**config.mk**
```make
export PLATFORM = sky130hd
export DESIGN_NAME = branch_target_predictor
export DESIGN_NICKNAME = d
export VERILOG_FILES = /design/src/rtl/branch_target_predictor.sv
export SDC_FILE = /design/constraint.sdc
export NUM_CORES = 1
export LEC_CHECK = 0
export CELL_PAD_IN_SITES_DETAIL_PLACEMENT = 1
export CELL_PAD_IN_SITES_GLOBAL_PLACEMENT = 2
export CORE_ASPECT_RATIO = 0.9
export CORE_MARGIN = 2
export CORE_UTILIZATION = 40
export DETAILED_ROUTE_END_ITERATION = 10
export GPL_TIMING_DRIVEN = 0
export PLACE_DENSITY = 0.84
export SYNTH_ARGS = -nofsm -noshare
export SYNTH_HDL_FRONTEND = slang
export SYNTH_SLANG_ARGS = --single-unit
```
**constraint.sdc**
```tcl
create_clock -name clk -period 11 [get_ports clk]
set_input_delay 3.3 -clock clk [delete_from_list [all_inputs] [get_ports clk]]
set_output_delay 3.3 -clock clk [all_outputs]
set_load 0.05 [all_outputs]
```
**src/rtl/branch_target_predictor.sv**
```systemverilog
// Fully associative branch target buffer with 2-bit saturating direction counters.
// Latency: lookup is combinational (zero cycles); updates land on the next clk edge.
// Backpressure: none; one lookup and one resolved-branch update are accepted every cycle.
//
// Ports:
//   clk, rst                  clock and asynchronous active-low reset
//   IN_pcValid, IN_pc         fetch-block lookup request
//   OUT_BP_*                  prediction for the first branch at/after IN_pc in the 8-byte block
//   IN_BU_*                   resolved-branch update from the branch unit
module branch_target_predictor #(
    parameter int         NUM_ENTRIES = 8,
    parameter logic [1:0] CNT_INIT    = 2'b10
) (
    input  logic        clk,
    input  logic        rst,
    input  logic        IN_pcValid,
    input  logic [31:0] IN_pc,
    output logic        OUT_BP_branchFound,
    output logic        OUT_BP_branchTaken,
    output logic        OUT_BP_isJump,
    output logic [31:0] OUT_BP_branchSrc,
    output logic [31:0] OUT_BP_branchDst,
    output logic [5:0]  OUT_BP_branchID,
    output logic        OUT_BP_multipleBranches,
    input  logic        IN_BU_valid,
    input  logic [31:0] IN_BU_src,
    input  logic [31:0] IN_BU_dst,
    input  logic        IN_BU_isJump,
    input  logic        IN_BU_taken,
    input  logic [5:0]  IN_BU_branchID
);
    localparam int IDX_W = $clog2(NUM_ENTRIES);

    logic [NUM_ENTRIES-1:0] valid_q, valid_d;
    logic [NUM_ENTRIES-1:0] isjump_q, isjump_d;
    logic [31:1]            src_q [NUM_ENTRIES];
    logic [31:1]            src_d [NUM_ENTRIES];
    logic [31:1]            dst_q [NUM_ENTRIES];
    logic [31:1]            dst_d [NUM_ENTRIES];
    logic [1:0]             cnt_q [NUM_ENTRIES];
    logic [1:0]             cnt_d [NUM_ENTRIES];
    logic [IDX_W-1:0]       repl_q, repl_d;

    // Bit 0 of addresses never matters (2-byte instruction alignment); pc[1] is below block granularity.
    logic unused_addr_bits;
    assign unused_addr_bits = ^{IN_pc[1:0], IN_BU_src[0], IN_BU_dst[0]};

    // ---------------- lookup ----------------
    logic [NUM_ENTRIES-1:0] match;
    logic                   found_lo, found_hi, sel_found, sel_taken;
    logic [IDX_W-1:0]       idx_lo, idx_hi, sel_idx;

    always_comb begin
        for (int i = 0; i < NUM_ENTRIES; i++) begin
            match[i] = IN_pcValid && valid_q[i] && (src_q[i][31:3] == IN_pc[31:3])
                       && (src_q[i][2] >= IN_pc[2]);
        end
    end

    // Matches are split by half-block; the lower half wins, and within a half the lowest
    // index wins (descending scan lets the last write be the lowest index).
    always_comb begin
        found_lo = 1'b0;
        found_hi = 1'b0;
        idx_lo   = '0;
        idx_hi   = '0;
        for (int i = NUM_ENTRIES - 1; i >= 0; i--) begin
            if (match[i] && !src_q[i][2]) begin
                found_lo = 1'b1;
                idx_lo   = IDX_W'(i);
            end
            if (match[i] && src_q[i][2]) begin
                found_hi = 1'b1;
                idx_hi   = IDX_W'(i);
            end
        end
        sel_found = found_lo | found_hi;
        sel_idx   = found_lo ? idx_lo : idx_hi;
    end

    always_comb begin
        OUT_BP_branchFound = sel_found;
        OUT_BP_branchTaken = 1'b0;
        OUT_BP_isJump      = 1'b0;
        OUT_BP_branchSrc   = '0;
        OUT_BP_branchDst   = '0;
        OUT_BP_branchID    = 6'd63;
        sel_taken          = 1'b0;
        for (int i = 0; i < NUM_ENTRIES; i++) begin
            if (sel_found && sel_idx == IDX_W'(i)) begin
                OUT_BP_branchTaken = cnt_q[i][1];
                OUT_BP_isJump      = isjump_q[i];
                OUT_BP_branchSrc   = {src_q[i], 1'b0};
                OUT_BP_branchDst   = {dst_q[i], 1'b0};
                OUT_BP_branchID    = 6'(i);
                sel_taken          = isjump_q[i] | cnt_q[i][1];
            end
        end
        // A second branch can only follow the first when the first sits in the lower half.
        OUT_BP_multipleBranches = found_lo && found_hi && !sel_taken;
    end

    // ---------------- update ----------------
    logic             id_hit, cam_hit, hit;
    logic [IDX_W-1:0] id_idx, cam_idx, hit_idx;

    always_comb begin
        id_hit  = 1'b0;
        id_idx  = '0;
        cam_hit = 1'b0;
        cam_idx = '0;
        for (int i = NUM_ENTRIES - 1; i >= 0; i--) begin
            if (IN_BU_branchID == 6'(i) && valid_q[i] && src_q[i] == IN_BU_src[31:1]) begin
                id_hit = 1'b1;
                id_idx = IDX_W'(i);
            end
            if (valid_q[i] && src_q[i] == IN_BU_src[31:1]) begin
                cam_hit = 1'b1;
                cam_idx = IDX_W'(i);
            end
        end
        hit     = id_hit | cam_hit;
        hit_idx = id_hit ? id_idx : cam_idx;
    end

    always_comb begin
        valid_d  = valid_q;
        isjump_d = isjump_q;
        src_d    = src_q;
        dst_d    = dst_q;
        cnt_d    = cnt_q;
        repl_d   = repl_q;
        if (IN_BU_valid) begin
            if (hit) begin
                for (int i = 0; i < NUM_ENTRIES; i++) begin
                    if (hit_idx == IDX_W'(i)) begin
                        if (IN_BU_taken) begin
                            cnt_d[i]    = (cnt_q[i] == 2'b11) ? 2'b11 : cnt_q[i] + 2'b01;
                            dst_d[i]    = IN_BU_dst[31:1];
                            isjump_d[i] = IN_BU_isJump;
                        end else begin
                            cnt_d[i]    = (cnt_q[i] == 2'b00) ? 2'b00 : cnt_q[i] - 2'b01;
                        end
                    end
                end
            end else if (IN_BU_taken) begin
                for (int i = 0; i < NUM_ENTRIES; i++) begin
                    if (repl_q == IDX_W'(i)) begin
                        valid_d[i]  = 1'b1;
                        src_d[i]    = IN_BU_src[31:1];
                        dst_d[i]    = IN_BU_dst[31:1];
                        isjump_d[i] = IN_BU_isJump;
                        cnt_d[i]    = CNT_INIT;
                    end
                end
                repl_d = (repl_q == IDX_W'(NUM_ENTRIES - 1)) ? '0 : repl_q + IDX_W'(1);
            end
        end
    end

    always_ff @(posedge clk or negedge rst) begin
        if (!rst) begin
            valid_q  <= '0;
            isjump_q <= '0;
            repl_q   <= '0;
            for (int i = 0; i < NUM_ENTRIES; i++) begin
                src_q[i] <= '0;
                dst_q[i] <= '0;
                cnt_q[i] <= 2'b01;
            end
        end else begin
            valid_q  <= valid_d;
            isjump_q <= isjump_d;
            repl_q   <= repl_d;
            for (int i = 0; i < NUM_ENTRIES; i++) begin
                src_q[i] <= src_d[i];
                dst_q[i] <= dst_d[i];
                cnt_q[i] <= cnt_d[i];
            end
        end
    end
endmodule

```
==> flow_metrics.py, run 1 <==
# Metrics from the implementation run
metrics = {
    "outcome": {
        "status": "complete, but fails checks",
        "violations": "negative setup slack",
    },
    "min_path": {
        "hp-start": "valid_q[6]$_DFFE_PN0P_",
        "holdPathEnd": "valid_q[6]$_DFFE_PN0P_",
        "min_path_type": "reg -> reg",
    },
    "finish": {
        "largestClassByArea": "combinational gates",
        "buf_share_pct": 8.36,
        "ff_count": 531,
        "seq_area_share_pct": 34.2,
        "num-nets-final": 3351,
        "fillers": 8513,
        "inv_count": 41,
        "comb_area_share_pct": 48.1,
        "final_common_cell": "mux2_2",
        "syn_to_final_growth_pct": 19.8,
        "comb_cells": 2189,
        "combGateArea_um2": 18700,
        "nonClockBufferCount": 413,
        "drive_gt1_share_pct": 32.8,
        "final_cell_mix": "mux2_2 (526), dfrtp_1 (523), xnor2_1 (265), xor2_1 (174), o21ai_0 (125)",
    },
    "floorplan": {
        "io_pins": 182,
        "fp-row-count": 99,
        "die_x_um": 304,
        "floorplan.core_util_pct": 40.2,
        "die_h_um": 274,
        "well_tap_count": 1060,
        "chipArea_um2": 83300,
    },
    "synth": {
        "ys_area_um2": 32400,
        "flop_cell": "dfrtp_1",
        "synthMuxAreaShare_pct": 21.5,
        "syn_avg_cell_area_um2": 10.8,
        "top_cell": "mux2_2",
        "synth-compound-area-share_pct": 9.75,
        "synth_adder_area_share_pct": 0.232,
        "common_cells": "mux2_2 (526), dfrtp_1 (523), xnor2_1 (275)",
        "synthArstFlopShare_pct": 100,
        "ys.flops": 531,
        "topCellsByArea": "dfrtp_1 (40%), mux2_2 (18%), xnor2_1 (7.4%)",
    },
    "global_routing": {
        "grtUsageMet1_pct": 53.9,
        "use_met3_pct": 11.1,
        "antenna_found_initial": 10,
        "grt_usage_pct": 40.2,
        "grt_pass1_wl_mm": 234,
        "gr-total-overflow": 0,
    },
    "power": {
        "top_power_group": "sequential cells",
        "power.density_nw_per_um2": 244,
        "seqPwrFrac_pct": 43.5,
        "p_clk_share_pct": 23.2,
        "p_comb_mw": 3.15,
        "leakagePower_nw": 16.4,
        "comb_power_share_pct": 33.3,
        "p_sw_share_pct": 40.2,
        "p_int_mw": 5.67,
        "pg_seq_mw": 4.12,
    },
    "drt": {
        "vias_per_cell": 6.54,
        "ant_nets": 0,
        "wl_met3_mm": 17.7,
        "drtPass1Iterations": 8,
        "drt_wl_total_mm": 171,
    },
    "final_timing": {
        "post-route-min-period_ns": 11.11,
        "relSlewSlack_pct": 8.32,
        "rsz0062_at_grt": "yes",
        "setup_slack_ns": -0.109,
        "worst_hold_slack_ns": 0.498,
        "fin_setup_tns_ns": -0.429,
        "max_clock_freq_mhz": 90.0,
        "setup_viol": 8,
        "hold_viol_final": 0,
        "fin_crit_sh_pct": 101,
    },
    "setup_path": {
        "worst-path-stages": 18,
        "critPathSlowestCell": "a222oi_1",
        "cp_data_required_time_ns": 7.70,
        "worstPathCellList": "buf_4, xor2_1, nor4_4, nand4_1, or4_4, a211oi_4, o311ai_2, a2111o_1, buf_12, buf_8, buf_12, buf_12, buf_6, nor2_4, o21ai_0, a222oi_1, a21oi_1, buf_2",
        "cp_common_cell": "buf_12",
        "r2r_start": "src_q[187]$_DFFE_PN0P_",
        "crit_path_end_kind": "output port",
        "crit_fanout": 10,
        "critPathKind": "in -> out",
        "critPathCapture": "OUT_BP_branchSrc[24]",
        "startpoint": "IN_pc[22]",
        "cpPeakStageDelay_ns": 0.55,
    },
    "clock_network": {
        "cts_buffer_depth": 3,
        "root_buffer": "clkbuf_16",
    },
    "placed_design": {
        "placed_cells": 4186,
        "numPortBuffers": 118,
        "globalplace.congestion": 1.07,
        "hpwl_mm": 132,
    },
    "flow_run": {
        "drv_cap": 0,
    },
}
-- run 1: repair_timing --
item | 4_1_cts | 5_1_grt
pin swaps | 35 | 35
setup endpoints to repair | 72 | 66
gates resized | 487 | 96
cloned | 2 | 0
setup buffers | 29 | 17
-- run 1: registers in the layout (all words and copies together), names as in the netlist --
name and flops:
dst_q 248, repl_q 3, isjump_q 8, valid_q 8, cnt_q 16, src_q 248
-- run 1: through the flow --
stage	area [µm²]	total power, mW
floorplan	32400	5.64
global placement	34900	6.85
detailed placement	35100	7.02
CTS	38400	9.31
global route	38800	9.80
finish	38800	9.47
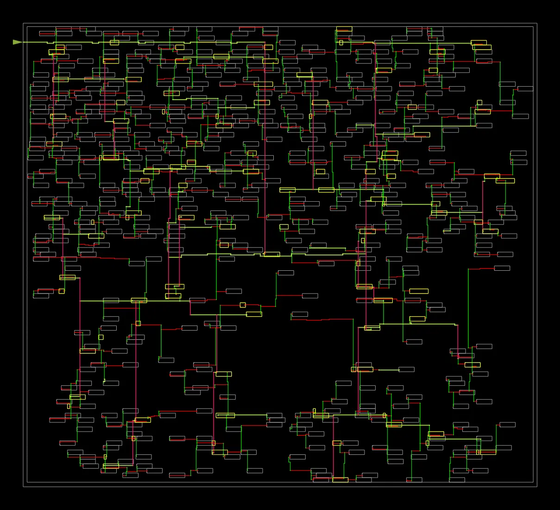
Run 1: clock nets
clk_skew: 0.0665 ns
CTS buffer count: 61
# clk buffers: 90

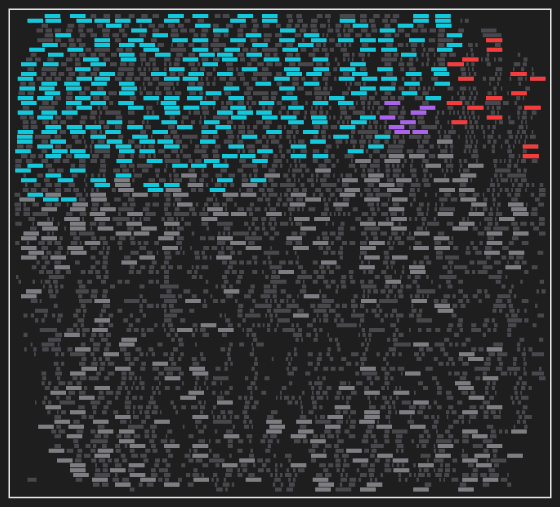
Run 1: sequential cells grouped by signal name
Other sequential cells in the stronger grey, the rest of the logic in the fainter grey.
[purple] isjump_q | placed flops: 8 | where: north-east
[red] cnt_q | placed flops: 16 | where: north-east
[cyan] dst_q | placed flops: 248

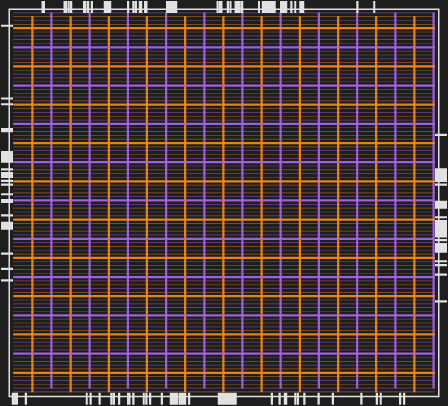
Run 1: supply network
Pins as bars on the die edge.
[purple] VDD
[orange] VSS
rows: 99
met1 rails: 100
signal pins: 182

--- run 2 (diff from run 1) ---
--- a/config.mk
+++ b/config.mk
@@ -5,6 +5,7 @@
 export SDC_FILE = /design/constraint.sdc
 export NUM_CORES = 1
 export LEC_CHECK = 0
+export ABC_CLOCK_PERIOD_IN_PS = 11000
 export CELL_PAD_IN_SITES_DETAIL_PLACEMENT = 1
 export CELL_PAD_IN_SITES_GLOBAL_PLACEMENT = 2
 export CORE_ASPECT_RATIO = 0.9
==> run 2 against run 1 <==
  * The flow still finishes with violations (negative setup slack)
  * Critical path depth stayed put
  * Die area stayed put
  * Sequential share of layout area stayed put
  * Maximum frequency stayed put
  * Utilization stayed put
  * Synthesized area stayed put
  * Hold slack stayed put
  * Flip-flop count stayed put
  * Via count stayed put
  * Wire length stayed put
  * Setup slack stayed put
  * Clock-buffer cell count stayed put
  * Highest routed layer unchanged
==> flow_metrics.py, run 2 <==
# Metrics from the implementation run
metrics = {
    "global_routing": {
        "gr-total-overflow": 0,
        "antenna_found_initial": 10,
    },
    "synth": {
        "common_cells": "mux2_2 (526), dfrtp_1 (523), xnor2_1 (275)",
        "synthArstFlopShare_pct": 100,
        "ys.flops": 531,
        "synth-compound-area-share_pct": 9.75,
        "ys_area_um2": 32400,
        "synthMuxAreaShare_pct": 21.5,
        "syn_avg_cell_area_um2": 10.8,
        "synth_adder_area_share_pct": 0.232,
    },
    "floorplan": {
        "chipArea_um2": 83300,
        "well_tap_count": 1060,
        "floorplan.core_util_pct": 40.2,
    },
    "setup_path": {
        "crit_path_end_kind": "output port",
        "cpPeakStageDelay_ns": 0.55,
        "cp_data_required_time_ns": 7.70,
        "crit_fanout": 10,
    },
    "finish": {
        "num-nets-final": 3351,
        "comb_cells": 2189,
        "final_common_cell": "mux2_2",
        "seq_area_share_pct": 34.2,
        "clkbuf_count": 90,
        "buf_share_pct": 8.36,
    },
    "flow_run": {
        "drv_cap": 0,
    },
    "final_timing": {
        "relSlewSlack_pct": 8.32,
        "max_clock_freq_mhz": 90.0,
        "rsz0062_at_grt": "yes",
        "setup_viol": 8,
        "setup_slack_ns": -0.109,
    },
    "min_path": {
        "holdPathEnd": "valid_q[6]$_DFFE_PN0P_",
        "min_path_type": "reg -> reg",
    },
    "placed_design": {
        "numPortBuffers": 118,
        "globalplace.congestion": 1.07,
        "hpwl_mm": 132,
    },
    "outcome": {
        "violations": "negative setup slack",
        "status": "complete, but fails checks",
    },
    "drt": {
        "wl_met3_mm": 17.7,
    },
    "clock_network": {
        "root_buffer": "clkbuf_16",
    },
}
## run 2: cell counts in the layout (fill, tap and decap cells not counted)
No cell type changed its count.
## run 2: stage by stage
stage               hold slack [ns]  cells  worst slack, ns   TNS, ns
finish                        0.498   4346           -0.109    -0.429
global route                  0.521   4346          -0.0781    -0.197
CTS                           0.501   4328          -0.0259   -0.0483
detailed placement            0.485   4186            -2.77   -139.94
global placement              0.470   4180           -17.37  -9250.23
floorplan                     0.451   3002            0.409         0
## run 2: what timing repair did
action / CTS / global route
setup endpoints to repair: 72 / 66
gates cloned: 2 / 0
resized: 487 / 96
buffers inserted: 29 / 17
pin swaps: 35 / 35
## run 2: report_power, final
part           internal, mW  switching, mW  total (mW)
clock network          1.26          0.936        2.20
logic                  1.54           1.61        3.15
registers              2.86           1.25        4.12
total                  5.67           3.80        9.47
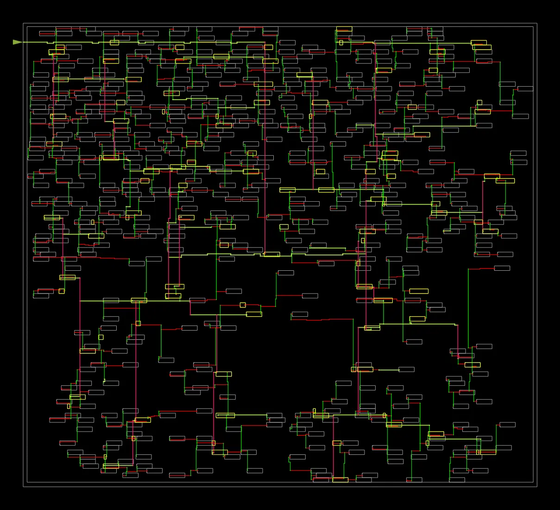
Run 2: clock nets
clock sink count: 531
Worst-Skew Late Latency: 0.69 ns
clock group power: 2.20 mW

Power and IR drop assume default switching activity.
